<file path="config.mk">
export PLATFORM = sky130hd
export DESIGN_NAME = multicycle_control_flat
export DESIGN_NICKNAME = d
export VERILOG_FILES = /design/src/rtl/riscv_pkg.sv /design/src/rtl/multicycle_control_if.sv /design/src/rtl/alu_decoder.sv /design/src/rtl/multicycle_control.sv /design/src/flat_wrapper.sv
export SDC_FILE = /design/constraint.sdc
export NUM_CORES = 1
export LEC_CHECK = 0
export ABC_CLOCK_PERIOD_IN_PS = 3380
export CAP_MARGIN = 0
export CORE_UTILIZATION = 45
export CTS_BUF_LIST = sky130_fd_sc_hd__clkbuf_4
export CTS_CLUSTER_DIAMETER = 100
export DETAILED_ROUTE_END_ITERATION = 10
export GPL_TIMING_DRIVEN = 0
export HOLD_SLACK_MARGIN = 0.05
export PLACE_DENSITY_LB_ADDON = 0.12
export SYNTH_ARGS = -nofsm -noshare
export SYNTH_HDL_FRONTEND = slang
export SYNTH_SLANG_ARGS = --single-unit
</file>
<file path="constraint.sdc">
create_clock -name clk -period 3.38 [get_ports clk]
set_input_delay 0.676 -clock clk [delete_from_list [all_inputs] [get_ports clk]]
set_output_delay 0.676 -clock clk [all_outputs]
set_load 0.03 [all_outputs]
</file>
<file path="src/rtl/riscv_pkg.sv">
// Shared types and encodings for the multi-cycle RV32I control path.
// ILLEGAL_TRAP_EN adds the TRAP state used for unknown opcodes.
package riscv_pkg;

  localparam int ALU_CTRL_W = 4;

  typedef enum logic [3:0] {
    ALU_ADD  = 4'b0000,
    ALU_SUB  = 4'b0001,
    ALU_AND  = 4'b0010,
    ALU_OR   = 4'b0100,
    ALU_XOR  = 4'b1000,
    ALU_SLL  = 4'b1001,
    ALU_SRL  = 4'b1010,
    ALU_SRA  = 4'b1011,
    ALU_SLTU = 4'b1100,
    ALU_SLT  = 4'b1101
  } alu_op_e;

  typedef enum logic [3:0] {
    S_FETCH, S_DECODE, S_MEMADR, S_MEMREAD, S_MEMWB, S_MEMWRITE,
    S_EXECR, S_EXECI, S_ALUWB, S_BRANCH, S_JAL
`ifdef ILLEGAL_TRAP_EN
    , S_TRAP
`endif
  } state_e;

  localparam logic [6:0] OP_LOAD   = 7'b0000011;
  localparam logic [6:0] OP_STORE  = 7'b0100011;
  localparam logic [6:0] OP_RTYPE  = 7'b0110011;
  localparam logic [6:0] OP_ITYPE  = 7'b0010011;
  localparam logic [6:0] OP_BRANCH = 7'b1100011;
  localparam logic [6:0] OP_JAL    = 7'b1101111;

  localparam logic [1:0] SRC_A_PC    = 2'b00;
  localparam logic [1:0] SRC_A_OLDPC = 2'b01;
  localparam logic [1:0] SRC_A_RS1   = 2'b10;

  localparam logic [1:0] SRC_B_RS2  = 2'b00;
  localparam logic [1:0] SRC_B_IMM  = 2'b01;
  localparam logic [1:0] SRC_B_FOUR = 2'b10;

  localparam logic [1:0] RES_ALUOUT = 2'b00;
  localparam logic [1:0] RES_MEM    = 2'b01;
  localparam logic [1:0] RES_ALU    = 2'b10;

  localparam logic [2:0] IMM_I = 3'b000;
  localparam logic [2:0] IMM_S = 3'b001;
  localparam logic [2:0] IMM_B = 3'b010;
  localparam logic [2:0] IMM_J = 3'b011;

endpackage

</file>
<file path="src/rtl/multicycle_control_if.sv">
// Control <-> datapath/memory bundle: instruction fields and flags in,
// strobes and mux selects out. The controller uses the master modport.
interface multicycle_control_if #(parameter int ALU_CTRL_W = 4);
  logic [6:0]            opcode;
  logic [2:0]            funct3;
  logic                  funct7b5;
  logic                  zero;
  logic                  mem_ready;
  logic                  mem_req;
  logic                  mem_we;
  logic                  adr_src;
  logic                  ir_write;
  logic                  pc_write;
  logic                  reg_write;
  logic [1:0]            alu_src_a;
  logic [1:0]            alu_src_b;
  logic [1:0]            result_src;
  logic [2:0]            imm_src;
  logic [ALU_CTRL_W-1:0] alu_control;
  logic                  illegal;

  modport master (
    input  opcode, funct3, funct7b5, zero, mem_ready,
    output mem_req, mem_we, adr_src, ir_write, pc_write, reg_write,
           alu_src_a, alu_src_b, result_src, imm_src, alu_control, illegal
  );

  modport slave (
    output opcode, funct3, funct7b5, zero, mem_ready,
    input  mem_req, mem_we, adr_src, ir_write, pc_write, reg_write,
           alu_src_a, alu_src_b, result_src, imm_src, alu_control, illegal
  );
endinterface

</file>
<file path="src/rtl/alu_decoder.sv">
// Combinational funct3/funct7 decode to the ALU operation code.
module alu_decoder
  import riscv_pkg::*;
(
  input  logic [6:0] i_opcode,
  input  logic [2:0] i_funct3,
  input  logic       i_funct7b5,
  output logic [3:0] o_alu_control
);

  logic w_rtype;
  assign w_rtype = (i_opcode == OP_RTYPE);

  always_comb begin
    o_alu_control = ALU_ADD;
    case (i_funct3)
      3'b000: o_alu_control = (w_rtype && i_funct7b5) ? ALU_SUB : ALU_ADD;
      3'b001: o_alu_control = ALU_SLL;
      3'b010: o_alu_control = ALU_SLT;
      3'b011: o_alu_control = ALU_SLTU;
      3'b100: o_alu_control = ALU_XOR;
      // shifts keep funct7b5 for both R and I forms (SRAI vs SRLI)
      3'b101: o_alu_control = i_funct7b5 ? ALU_SRA : ALU_SRL;
      3'b110: o_alu_control = ALU_OR;
      3'b111: o_alu_control = ALU_AND;
      default: o_alu_control = ALU_ADD;
    endcase
  end

endmodule

</file>
<file path="src/rtl/multicycle_control.sv">
// Multi-cycle RV32I control FSM: fetch/decode/execute/memory/writeback.
// Define ILLEGAL_TRAP_EN to trap on unknown opcodes instead of treating them as NOPs.
module multicycle_control
  import riscv_pkg::*;
#(
  parameter int ALU_CTRL_W = 4
) (
  input  logic                 clk,
  input  logic                 rst,
  multicycle_control_if.master bus
);

  state_e     r_state, w_state_next;
  logic [3:0] w_dec_alu;
  logic       w_mem_req, w_mem_we, w_adr_src, w_ir_write, w_pc_write, w_reg_write;
  logic       w_illegal;
  logic [1:0] w_src_a, w_src_b, w_result_src;
  logic [2:0] w_imm_src;
  logic [3:0] w_alu;

  alu_decoder u_alu_decoder (
    .i_opcode      (bus.opcode),
    .i_funct3      (bus.funct3),
    .i_funct7b5    (bus.funct7b5),
    .o_alu_control (w_dec_alu)
  );

  always_ff @(posedge clk) begin
    if (rst) r_state <= S_FETCH;
    else     r_state <= w_state_next;
  end

  always_comb begin
    w_state_next = r_state;
    w_mem_req    = 1'b0;
    w_mem_we     = 1'b0;
    w_adr_src    = 1'b0;
    w_ir_write   = 1'b0;
    w_pc_write   = 1'b0;
    w_reg_write  = 1'b0;
    w_illegal    = 1'b0;
    w_src_a      = SRC_A_PC;
    w_src_b      = SRC_B_RS2;
    w_result_src = RES_ALUOUT;
    w_imm_src    = IMM_I;
    w_alu        = ALU_ADD;
    case (r_state)
      S_FETCH: begin
        w_mem_req    = 1'b1;
        w_src_b      = SRC_B_FOUR;
        w_result_src = RES_ALU;
        if (bus.mem_ready) begin
          w_ir_write   = 1'b1;
          w_pc_write   = 1'b1;
          w_state_next = S_DECODE;
        end
      end
      S_DECODE: begin
        // ALUOut captures oldPC + imm as the branch/jump target
        w_src_a = SRC_A_OLDPC;
        w_src_b = SRC_B_IMM;
        case (bus.opcode)
          OP_LOAD:   begin w_imm_src = IMM_I; w_state_next = S_MEMADR; end
          OP_STORE:  begin w_imm_src = IMM_S; w_state_next = S_MEMADR; end
          OP_RTYPE:  w_state_next = S_EXECR;
          OP_ITYPE:  w_state_next = S_EXECI;
          OP_BRANCH: begin w_imm_src = IMM_B; w_state_next = S_BRANCH; end
          OP_JAL:    begin w_imm_src = IMM_J; w_state_next = S_JAL; end
`ifdef ILLEGAL_TRAP_EN
          default:   w_state_next = S_TRAP;
`else
          default:   w_state_next = S_FETCH;
`endif
        endcase
      end
      S_MEMADR: begin
        w_src_a      = SRC_A_RS1;
        w_src_b      = SRC_B_IMM;
        w_state_next = (bus.opcode == OP_LOAD) ? S_MEMREAD : S_MEMWRITE;
      end
      S_MEMREAD: begin
        w_mem_req = 1'b1;
        w_adr_src = 1'b1;
        if (bus.mem_ready) w_state_next = S_MEMWB;
      end
      S_MEMWB: begin
        w_result_src = RES_MEM;
        w_reg_write  = 1'b1;
        w_state_next = S_FETCH;
      end
      S_MEMWRITE: begin
        w_mem_req = 1'b1;
        w_mem_we  = 1'b1;
        w_adr_src = 1'b1;
        if (bus.mem_ready) w_state_next = S_FETCH;
      end
      S_EXECR: begin
        w_src_a      = SRC_A_RS1;
        w_alu        = w_dec_alu;
        w_state_next = S_ALUWB;
      end
      S_EXECI: begin
        w_src_a      = SRC_A_RS1;
        w_src_b      = SRC_B_IMM;
        w_alu        = w_dec_alu;
        w_state_next = S_ALUWB;
      end
      S_ALUWB: begin
        w_reg_write  = 1'b1;
        w_state_next = S_FETCH;
      end
      S_BRANCH: begin
        w_src_a = SRC_A_RS1;
        w_alu   = ALU_SUB;
        case (bus.funct3)
          3'b000:  w_pc_write = bus.zero;
          3'b001:  w_pc_write = ~bus.zero;
          default: w_pc_write = 1'b0;
        endcase
        w_state_next = S_FETCH;
      end
      S_JAL: begin
        w_src_a      = SRC_A_OLDPC;
        w_src_b      = SRC_B_FOUR;
        w_pc_write   = 1'b1;
        w_state_next = S_ALUWB;
      end
`ifdef ILLEGAL_TRAP_EN
      S_TRAP: begin
        w_illegal    = 1'b1;
        w_state_next = S_TRAP;
      end
`endif
      default: w_state_next = S_FETCH;
    endcase
    // reset forces a quiet bus in the same cycle, aborting any request
    if (rst) begin
      w_mem_req    = 1'b0;
      w_mem_we     = 1'b0;
      w_adr_src    = 1'b0;
      w_ir_write   = 1'b0;
      w_pc_write   = 1'b0;
      w_reg_write  = 1'b0;
      w_illegal    = 1'b0;
      w_src_a      = SRC_A_PC;
      w_src_b      = SRC_B_RS2;
      w_result_src = RES_ALUOUT;
      w_imm_src    = IMM_I;
      w_alu        = ALU_ADD;
    end
  end

  assign bus.mem_req     = w_mem_req;
  assign bus.mem_we      = w_mem_we;
  assign bus.adr_src     = w_adr_src;
  assign bus.ir_write    = w_ir_write;
  assign bus.pc_write    = w_pc_write;
  assign bus.reg_write   = w_reg_write;
  assign bus.alu_src_a   = w_src_a;
  assign bus.alu_src_b   = w_src_b;
  assign bus.result_src  = w_result_src;
  assign bus.imm_src     = w_imm_src;
  assign bus.alu_control = ALU_CTRL_W'(w_alu);
  assign bus.illegal     = w_illegal;

endmodule

</file>
<file path="src/flat_wrapper.sv">
// flat-port wrapper written by rule: the top's interface ports become plain ports
module multicycle_control_flat import riscv_pkg::*;
#(
  parameter int ALU_CTRL_W = 4
)
  (clk, rst, bus_opcode, bus_funct3, bus_funct7b5, bus_zero, bus_mem_ready, bus_mem_req, bus_mem_we, bus_adr_src, bus_ir_write, bus_pc_write, bus_reg_write, bus_alu_src_a, bus_alu_src_b, bus_result_src, bus_imm_src, bus_alu_control, bus_illegal);
  multicycle_control_if #(.ALU_CTRL_W(ALU_CTRL_W)) bus_i ();
  input  logic clk;
  input  logic rst;
  input wire logic [$bits(bus_i.opcode)-1:0] bus_opcode;
  input wire logic [$bits(bus_i.funct3)-1:0] bus_funct3;
  input wire logic [$bits(bus_i.funct7b5)-1:0] bus_funct7b5;
  input wire logic [$bits(bus_i.zero)-1:0] bus_zero;
  input wire logic [$bits(bus_i.mem_ready)-1:0] bus_mem_ready;
  output wire logic [$bits(bus_i.mem_req)-1:0] bus_mem_req;
  output wire logic [$bits(bus_i.mem_we)-1:0] bus_mem_we;
  output wire logic [$bits(bus_i.adr_src)-1:0] bus_adr_src;
  output wire logic [$bits(bus_i.ir_write)-1:0] bus_ir_write;
  output wire logic [$bits(bus_i.pc_write)-1:0] bus_pc_write;
  output wire logic [$bits(bus_i.reg_write)-1:0] bus_reg_write;
  output wire logic [$bits(bus_i.alu_src_a)-1:0] bus_alu_src_a;
  output wire logic [$bits(bus_i.alu_src_b)-1:0] bus_alu_src_b;
  output wire logic [$bits(bus_i.result_src)-1:0] bus_result_src;
  output wire logic [$bits(bus_i.imm_src)-1:0] bus_imm_src;
  output wire logic [$bits(bus_i.alu_control)-1:0] bus_alu_control;
  output wire logic [$bits(bus_i.illegal)-1:0] bus_illegal;
  assign bus_i.opcode = bus_opcode;
  assign bus_i.funct3 = bus_funct3;
  assign bus_i.funct7b5 = bus_funct7b5;
  assign bus_i.zero = bus_zero;
  assign bus_i.mem_ready = bus_mem_ready;
  assign bus_mem_req = bus_i.mem_req;
  assign bus_mem_we = bus_i.mem_we;
  assign bus_adr_src = bus_i.adr_src;
  assign bus_ir_write = bus_i.ir_write;
  assign bus_pc_write = bus_i.pc_write;
  assign bus_reg_write = bus_i.reg_write;
  assign bus_alu_src_a = bus_i.alu_src_a;
  assign bus_alu_src_b = bus_i.alu_src_b;
  assign bus_result_src = bus_i.result_src;
  assign bus_imm_src = bus_i.imm_src;
  assign bus_alu_control = bus_i.alu_control;
  assign bus_illegal = bus_i.illegal;
  multicycle_control #(.ALU_CTRL_W(ALU_CTRL_W)) u_core (.clk(clk), .rst(rst), .bus(bus_i));
endmodule
</file>
==> deck_impl_summary.md, run 1 <==
Key Metrics from the Run

Yosys
  – Simple Share, Synth: 48.63%
  – Area leader share: 10.92%
  – AND-OR/OR-AND Cells, Area Fraction: 21.33%
  – Yosys Instances: 109
  – Post-synth top cells: nor3_1 (10), nand2_1 (8), nor2_1 (7)
  – Syn_area_per_cell: 6.727 um2
  – Yosys stat area: 733.2 um2
  – Most frequent cell after synthesis: nor3_1
  – Synth mux share: 3.072%
  – Logic family by area: simple AND/OR/NAND/NOR gates
  – Register area share after synthesis: 10.92%
  – Largest cells by area: dfxtp_1 (11%), nor3_1 (6.8%), nor3b_1 (6.1%), nand2b_1 (4.3%), or3_1 (4.3%)
  – Xor and xnor fraction of the mapped netlist area: 5.973%

Setup path
  – Crit Path Class: primary input to output port
  – Cell Chain, Critical Path: clkdlybuf4s50_1 > nand2_1 > or4_4 > a2111oi_1 > dlygate4sd2_1
  – Arrival @ worst endpoint: 2570 ps
  – R2R cell count: 5
  – CP startpoint kind: primary input
  – CP max stage cell: or4_4
  – Worst setup path start: bus_opcode[0]
  – Worst setup EP type: output port
  – Largest fanout on the critical path: 5
  – Worst R2R End: u_core.r_state[3]
  – Critical Path End: bus_imm_src[0]
  – CP Depth: 5

Global routing
  – GRT Total Usage: 25.09%
  – Global-route wire length before repair: 3657 um
  – Grt total ovfl: 0

Clocking
  – Cts bufs inserted: 3
  – Sink Count: 4
  – CTS tree: yes
  – Hold buffers post-CTS: 0
  – Clock buffer depth: 2
  – # H-tree levels: 1
  – Worst-Skew Late Latency: 230 ps

Worst hold path
  – Worst hold path cell count: 2
  – Worst min-delay path class: flip-flop to flip-flop
  – Origin of the worst min-delay path: u_core.r_state[2]

Route
  – Number of routed nets with antenna violations: 0
  – Post-route DRC: 0
  – Wire length per cell: 13.00 um
  – Vias: 934

Timing
  – Worst Setup Slack, final: 131.3 ps
  – Unrepaired setup endpoints after global routing: false
  – Setup TNS: 0 ps
  – Cycle use final: 96.12%
  – Endpoints failing hold: 0

Power
  – Int Pwr: 142.3 uW
  – Switching share of total power: 38.37%
  – Switching power: 88.59 uW
  – Share of total power in the clock network: 25.5%
  – Flop pwr share: 22.6%
  – Worst VDD drop: 0.2572 mV
  – Combinational Power Share: 51.9%

Finish
  – Commonest Layout Cell: clkdlybuf4s50_1
  – Area delta synth->final: 48.81%
  – Finished Cell Area: 0.001091 mm2
  – Most numerous logic cells after layout: clkdlybuf4s50_1 (28), nor3_1 (10), nand2_1 (8)
  – Layout cells sized above 1: 9.028%
  – Final cell count without fillers: 160
  – Layout Nets: 161
  – Largest regs: u_core.r_state x4

Placement
  – Port Buffers: 31
  – Placer Congestion: 0.9012
  – Post-Place Worst Slack: -198.2 ps
  – Dpl cell area: 0.001069 mm2

Flow run
  – Max-cap violations: 0

Run status
  – Status: finished clean

Floorplan
  – FP Core Util: 48.67%
  – IO Pins: 35
  – Die Size: 0.001795 mm2
==> run 1: layer usage <==
metal,routed length (um),GRT usage (%),vias to the layer above
met2,1004,41.54,30
met1,973,33.86,427
met5,0,0,-
li1,-,-,475
met3,81,3.879,2
met4,22,6.250,0
==> run 1: cell type report <==
type,count,share of cell area (%)
sequential,4,7.339
inverter,3,1.032
timing repair buffer,31,28.44
buffer,11,5.390
multi-input combinational,92,53.90
clock buffer,3,2.064
tap,16,1.835
==> run 1: repair_timing <==
item | 4_1_cts | 5_1_grt
cloned | 0 | 0
endpoints found under the hold margin | 0 | 0
setup endpoints to repair | 2 | 1
pin swaps | 0 | 0
gates resized | 2 | 1
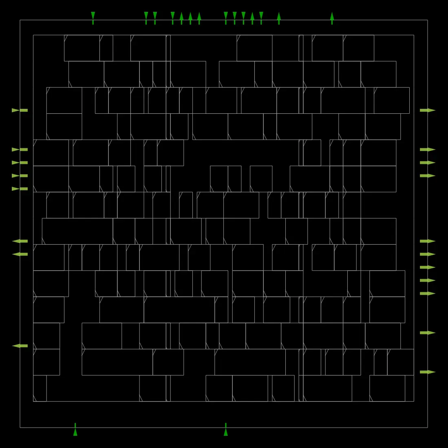
*Placement view, run 1*
Placement Rows: 14
fill cell count: 121
final core occ: 72.43%

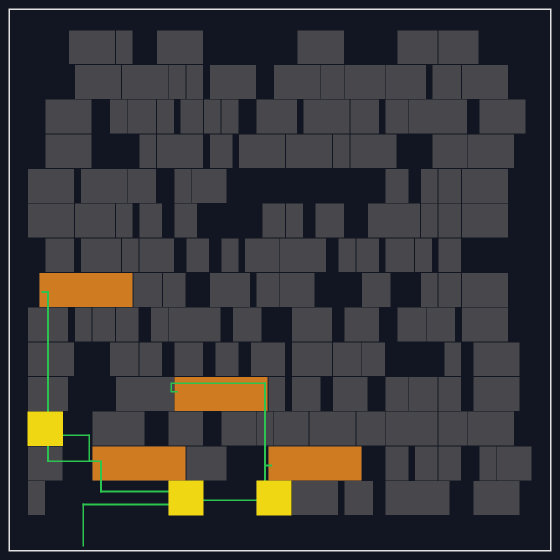
*Clock wires, drivers and flops, run 1*
orange -> flip-flops  # count 4
yellow -> clock-net drivers  # count 3
green -> clock wires  # length 67.0 um
routed clock nets = 4

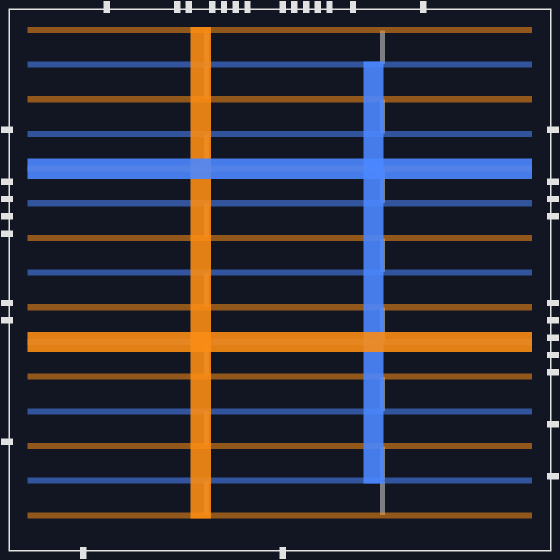
*PDN straps and rails, run 1*
Pins as bars on the die edge. Tap cells in gray.
blue -> VDD
orange -> VSS
signal pins = 35
rows = 14
met4 straps = 2

### The metal 2 layer, run 1

Bar = 10 um.
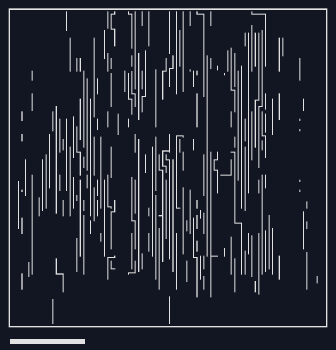

==> inputs of run 2 (changes only) <==
Settings changed: ABC_CLOCK_PERIOD_IN_PS 3380 to 3700, CORE_UTILIZATION 45 to 42.
Clock period 3.38 ns to 3.7 ns, I/O delays scaled along.
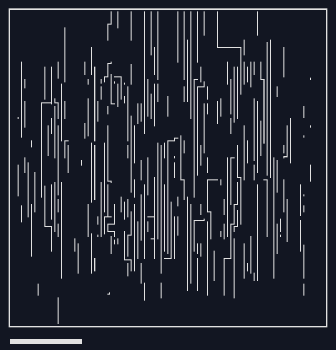
*The metal 2 layer, run 2*
Bar = 10 um.
main direction = vertical
share of all routed wire = 48%
nets with wire on the layer = 138
wire length on this layer = 1040 um
longest straight run = 19.0 um

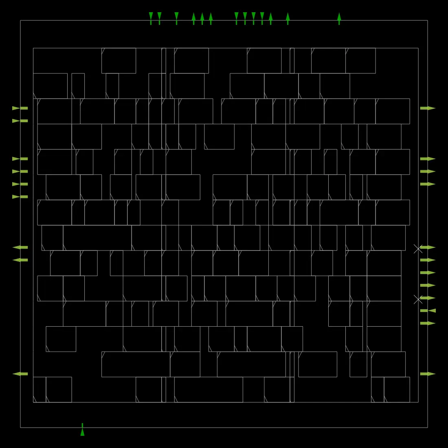
*Placement view, run 2*
final core occ: 69.05%
Core Region: 0.001577 mm2

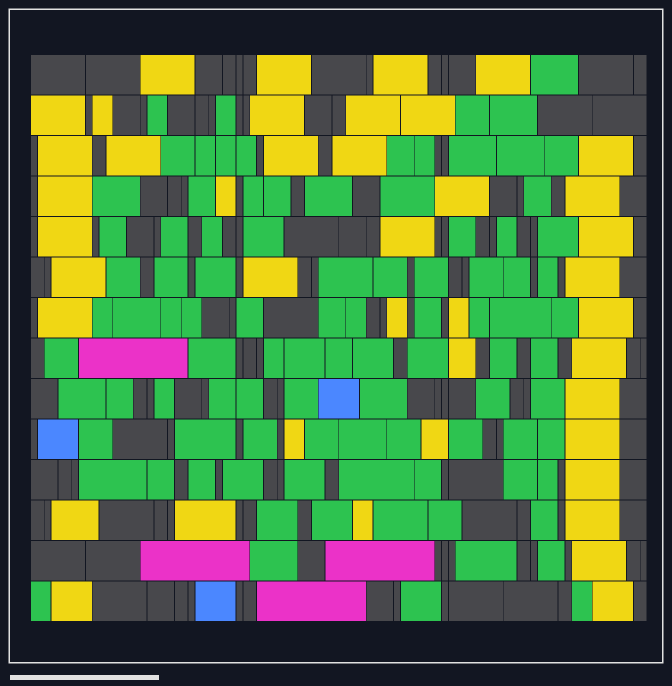
*Placement by cell class, run 2*
Bar = 10 um. Fill, decap, tap and diode cells in gray.
magenta -> registers  # cells 4
green -> remaining logic cells  # cells 95
blue -> clock-net drivers  # cells 3
yellow -> remaining buffers and delay cells  # cells 42

==> deck_impl_summary.md, run 2 <==
Key Metrics from the Run

Clocking
  – Cts bufs inserted: 3 (unchanged)
  – CTS resizes: 1 (-1)
  – Clock buffer depth: 2 (unchanged)
  – # H-tree levels: 1 (unchanged)
  – Sink Count: 4 (unchanged)

Global routing
  – Gr busiest metal: met2
  – Grt met3 use: 5.417% (+1.5 points)
  – GRT Total Usage: 24.62% (-0.47 points)
  – Met1 Usage GRT: 31.75% (-2.1 points)
  – Global-route wire length before repair: 3622 um (-0.96%)
  – Grt total ovfl: 0 (unchanged)
  – Largest net degree at the start of global routing: 11
  – Met2 usage: 41.49% (-0.046 points)

Finish
  – Non-Clock Buffer Area Fraction: 33.79% (-0.037 points)
  – Most numerous logic cells after layout: clkdlybuf4s50_1 (30), nor3_1 (10), nand2_1 (8)
  – Fill cell count: 146 (+21%)
  – Area-dominant class: combinational gates
  – Flop share of the area: 7.356% (+0.017 points)
  – Flop Count: 4 (unchanged)
  – Commonest Layout Cell: clkdlybuf4s50_1
  – Clock-cell share: 2.069% (+0.0048 points)
  – Largest regs: u_core.r_state x4
  – Layout cells sized above 1: 9.028% (unchanged)
  – Repair and plain buffers: 42 (unchanged)
  – Area delta synth->final: 48.46%
  – Final cell count without fillers: 160 (unchanged)
  – Clock buf count: 3 (unchanged)
  – Layout Nets: 161 (unchanged)
  – Finished Cell Area: 0.001089 mm2 (-0.23%)

Route
  – Post-route DRC: 2 (+2)
  – Wire length per cell: 13.40 um (+3.1%)
  – Vias: 952 (+1.9%)
  – Met3 WL post-DR: 130 um (+60%)
  – Top Layer Used: met4
  – Wl on met1: 949 um (-2.5%)

Flow run
  – Max-cap violations: 0 (unchanged)

Placement
  – Dpl cell area: 0.001067 mm2 (-0.12%)
  – Placer Congestion: 0.8450 (-6.2%)
  – Post-Place Worst Slack: -85.57 ps (+112.6 ps)

Yosys
  – Area leader share: 10.92% (unchanged)
  – Yosys warning count: 0
  – Yosys Instances: 109 (unchanged)
  – Register area share after synthesis: 10.92% (unchanged)
  – Syn_area_per_cell: 6.727 um2 (unchanged)
  – Largest cells by area: dfxtp_1 (11%), nor3_1 (6.8%), nor3b_1 (6.1%), nand2b_1 (4.3%), or3_1 (4.3%)
  – Post-synth top cells: nor3_1 (10), nand2_1 (8), nor2_1 (7)

Setup path
  – Worst setup EP type: output port
  – Cell Chain, Critical Path: clkdlybuf4s50_1 > nand2_1 > or4_4 > nor4_1 > clkdlybuf4s50_1
  – Largest fanout on the critical path: 5 (unchanged)
  – Crit Path Class: primary input to output port
  – Arrival @ worst endpoint: 2820 ps (+250 ps)

Timing
  – WHS: 662.9 ps
  – Worst Setup Slack, final: 142.4 ps (+11.16 ps)
  – Cycle use final: 96.15%
  – Setup TNS: 0 ps (unchanged)
  – Endpoints failing hold: 0 (unchanged)
  – Unrepaired setup endpoints after global routing: false

Floorplan
  – FP Core Util: 46.51% (-2.2 points)
  – Tap cells: 16 (unchanged)
  – Die Size: 0.001917 mm2 (+6.8%)

Power
  – Share of total power in the clock network: 27.2% (+1.7 points)
  – Int Pwr: 130.4 uW (-8.4%)
  – Switching share of total power: 39.45% (+1.1 points)
  – Combinational Power Share: 50.8% (-1.1 points)
  – Flop pwr share: 22.0% (-0.6 points)
  – Switching power: 84.96 uW (-4.1%)

Worst hold path
  – Worst min-delay path class: flip-flop to flip-flop

Run status
  – Status: finished, violations left
  – Failing checks: design-rule violations
run 2: cell counts after synthesis:
Identical to the previous run, type by type.
run 2: path summary, 6_finish.rpt:
path	startpoint	cells after the start	endpoint	slack, ps
max	bus_opcode[0]	5	bus_imm_src[1]	140
min	u_core.r_state[3]	2	u_core.r_state[2]	660
min reg2reg	u_core.r_state[3]	2	u_core.r_state[2]	660
max reg2reg	u_core.r_state[1]	5	u_core.r_state[3]	2030
run 2: cell families (layout without fill, tap and decap cells):
group / count (synthesis) / in the layout / share of synthesized area [%]
AOI/OAI and AO/OA: 22 / 22 / 21.33
xor gates and xnor gates: 5 / 5 / 5.974
other: 1 / 2 / 0.5115
DFF: 4 / 4 / 10.92
and+or+nand+nor: 61 / 61 / 48.63
buffers and inverters: 14 / 48 / 9.555
muxes: 2 / 2 / 3.071
==> inputs of run 3 (changes only) <==
Settings changed: TNS_END_PERCENT set to 5.
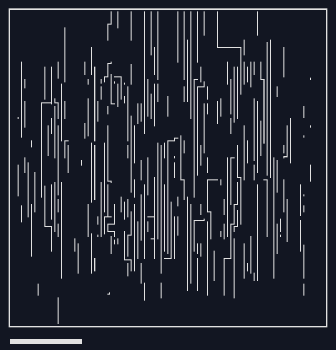
*The metal 2 layer, run 3*
Bar = 10 um.
wire length on this layer = 1040 um
main direction = vertical

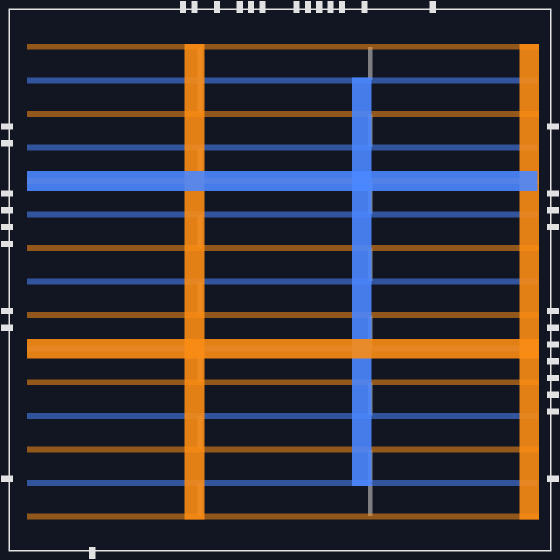
*PDN straps and rails, run 3*
Pins as bars on the die edge. Tap cells in gray.
blue -> VDD
orange -> VSS
met4 straps = 3
met1 rails = 15
rows = 14

==> deck_impl_summary.md, run 3 <==
Key Metrics from the Run

Run status
  – Status: finished, violations left
  – Failing checks: design-rule violations

Timing
  – WHS: 662.9 ps (unchanged)
  – Fmax: 281.1 MHz
  – Worst Setup Slack, final: 142.4 ps (unchanged)
  – Minimum clock period: 3558 ps
  – Setup TNS: 0 ps (unchanged)
  – Endpoints failing hold: 0 (unchanged)
  – Unrepaired setup endpoints after global routing: false
  – Cycle use final: 96.15% (unchanged)

Yosys
  – Flops & latches, synth: 4
  – Area leader share: 10.92% (unchanged)
  – AND-OR/OR-AND Cells, Area Fraction: 21.33% (unchanged)
  – Yosys adder share: 0% (unchanged)
  – Yosys warning count: 0 (unchanged)
  – Logic family by area: simple AND/OR/NAND/NOR gates
  – Post-synth top cells: nor3_1 (10), nand2_1 (8), nor2_1 (7)
  – Yosys stat area: 733.2 um2
  – Largest cells by area: dfxtp_1 (11%), nor3_1 (6.8%), nor3b_1 (6.1%), nand2b_1 (4.3%), or3_1 (4.3%)
  – Simple Share, Synth: 48.63% (unchanged)
  – Yosys Instances: 109 (unchanged)
  – Register area share after synthesis: 10.92% (unchanged)
  – Syn_area_per_cell: 6.727 um2 (unchanged)
  – Synth mux share: 3.072% (unchanged)
  – Xor and xnor fraction of the mapped netlist area: 5.973% (unchanged)

Clocking
  – Clock buffer depth: 2 (unchanged)
  – CTS tree: yes
  – Sink Count: 4 (unchanged)
  – Cts bufs inserted: 3 (unchanged)
  – # H-tree levels: 1 (unchanged)
  – Clk slew on worst S/H paths: 40 ps

Floorplan
  – Placement Rows: 14
  – Die Size: 0.001917 mm2 (unchanged)
  – IO Pins: 35
  – Core Region: 0.001577 mm2 (unchanged)
  – FP Core Util: 46.51% (unchanged)

Global routing
  – Met2 usage: 41.49% (unchanged)
  – Grt total ovfl: 0 (unchanged)
  – Global-route wire length before repair: 3622 um (unchanged)
  – Gr busiest metal: met2
  – GRT Total Usage: 24.62% (unchanged)
  – Met1 Usage GRT: 31.75% (unchanged)
  – Largest net degree at the start of global routing: 11 (unchanged)
  – Grt met3 use: 5.417% (unchanged)

Finish
  – Ant diodes: 0
  – Final cell count without fillers: 160 (unchanged)
  – Most numerous logic cells after layout: clkdlybuf4s50_1 (30), nor3_1 (10), nand2_1 (8)
  – Commonest Layout Cell: clkdlybuf4s50_1
  – Area delta synth->final: 48.46% (unchanged)
  – Layout Nets: 161 (unchanged)
  – Layout cells sized above 1: 9.028% (unchanged)
  – MI comb area: 586.8 um2
  – Fill cell count: 146 (unchanged)
  – Max reg flops: 4
  – Largest regs: u_core.r_state x4
  – Final core occ: 69.05% (unchanged)

Power
  – Total chip power: 215.4 uW
  – Share of total power in the clock network: 27.2% (about the same)
  – Int Pwr: 130.4 uW (unchanged)
  – Combinational Power Share: 50.8% (about the same)
  – P_comb: 109 uW
  – Switching share of total power: 39.45% (unchanged)
  – Switching power: 84.96 uW (unchanged)
  – Leak Pwr: 0.0003712 uW
  – Flop pwr share: 22.0% (about the same)

Setup path
  – Largest fanout on the critical path: 5 (unchanged)
  – Cell Chain, Critical Path: clkdlybuf4s50_1 > nand2_1 > or4_4 > nor4_1 > clkdlybuf4s50_1
  – Buf/Inv on CP: 2
  – Arrival @ worst endpoint: 2820 ps (about the same)
  – Worst setup EP type: output port
  – Crit Path Class: primary input to output port
  – Largest delay share family, worst path: buffers and inverters
  – CP max stage cell: clkdlybuf4s50_1

Placement
  – Placed cell count: 157
  – Post-Place Worst Slack: -85.57 ps (unchanged)
  – Placer Congestion: 0.8450 (unchanged)
  – Dpl cell area: 0.001067 mm2 (unchanged)
  – Port Buffers: 31

Route
  – Number of routed nets with antenna violations: 0
  – Top Layer Used: met4
  – Wl on met1: 949 um (unchanged)
  – Post-route DRC: 2 (unchanged)
  – Vias per inst: 5.950
  – Met3 WL post-DR: 130 um (unchanged)
  – Wire length per cell: 13.40 um (unchanged)
  – Vias: 952 (unchanged)

Worst hold path
  – Worst min-delay path class: flip-flop to flip-flop

Flow run
  – Max-cap violations: 0 (unchanged)
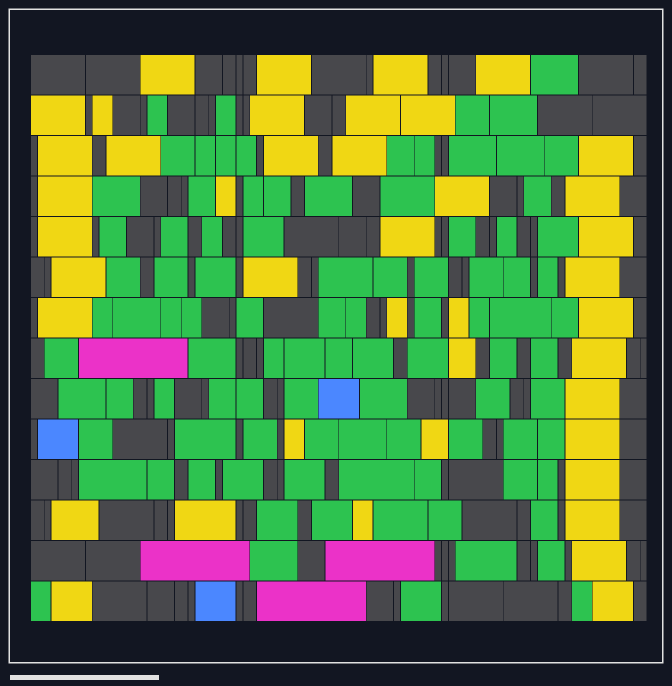
*Placement by cell class, run 3*
Bar = 10 um. Fill, decap, tap and diode cells in gray.
flop share of the area: 7.356%
Finished Cell Area: 0.001089 mm2

## run 3: cell counts after synthesis
Identical to the previous run, type by type.
## run 3: worst paths after layout
check	startpoint	end	slack [ps]	cells after the start
worst min register to register	u_core.r_state[3]	u_core.r_state[2]	660	2
worst max register to register	u_core.r_state[1]	u_core.r_state[3]	2030	5
worst max-delay path	bus_opcode[0]	bus_imm_src[1]	140	5
worst min-delay path	u_core.r_state[3]	u_core.r_state[2]	660	2
## run 3: cell type report
cell class,count,share of cell area [%]
buffer,11,5.402
clock buffer,3,2.069
inverter,3,1.034
multi-input combinational,92,53.91
sequential,4,7.356
tap,16,1.839
timing repair buffer,31,28.39
## run 3: timing repair
action	CTS	global route
hold endpoints to repair	0	0
resized	1	0
endpoints found under the setup margin	1	0
Power is estimated from default activity; no workload was simulated.
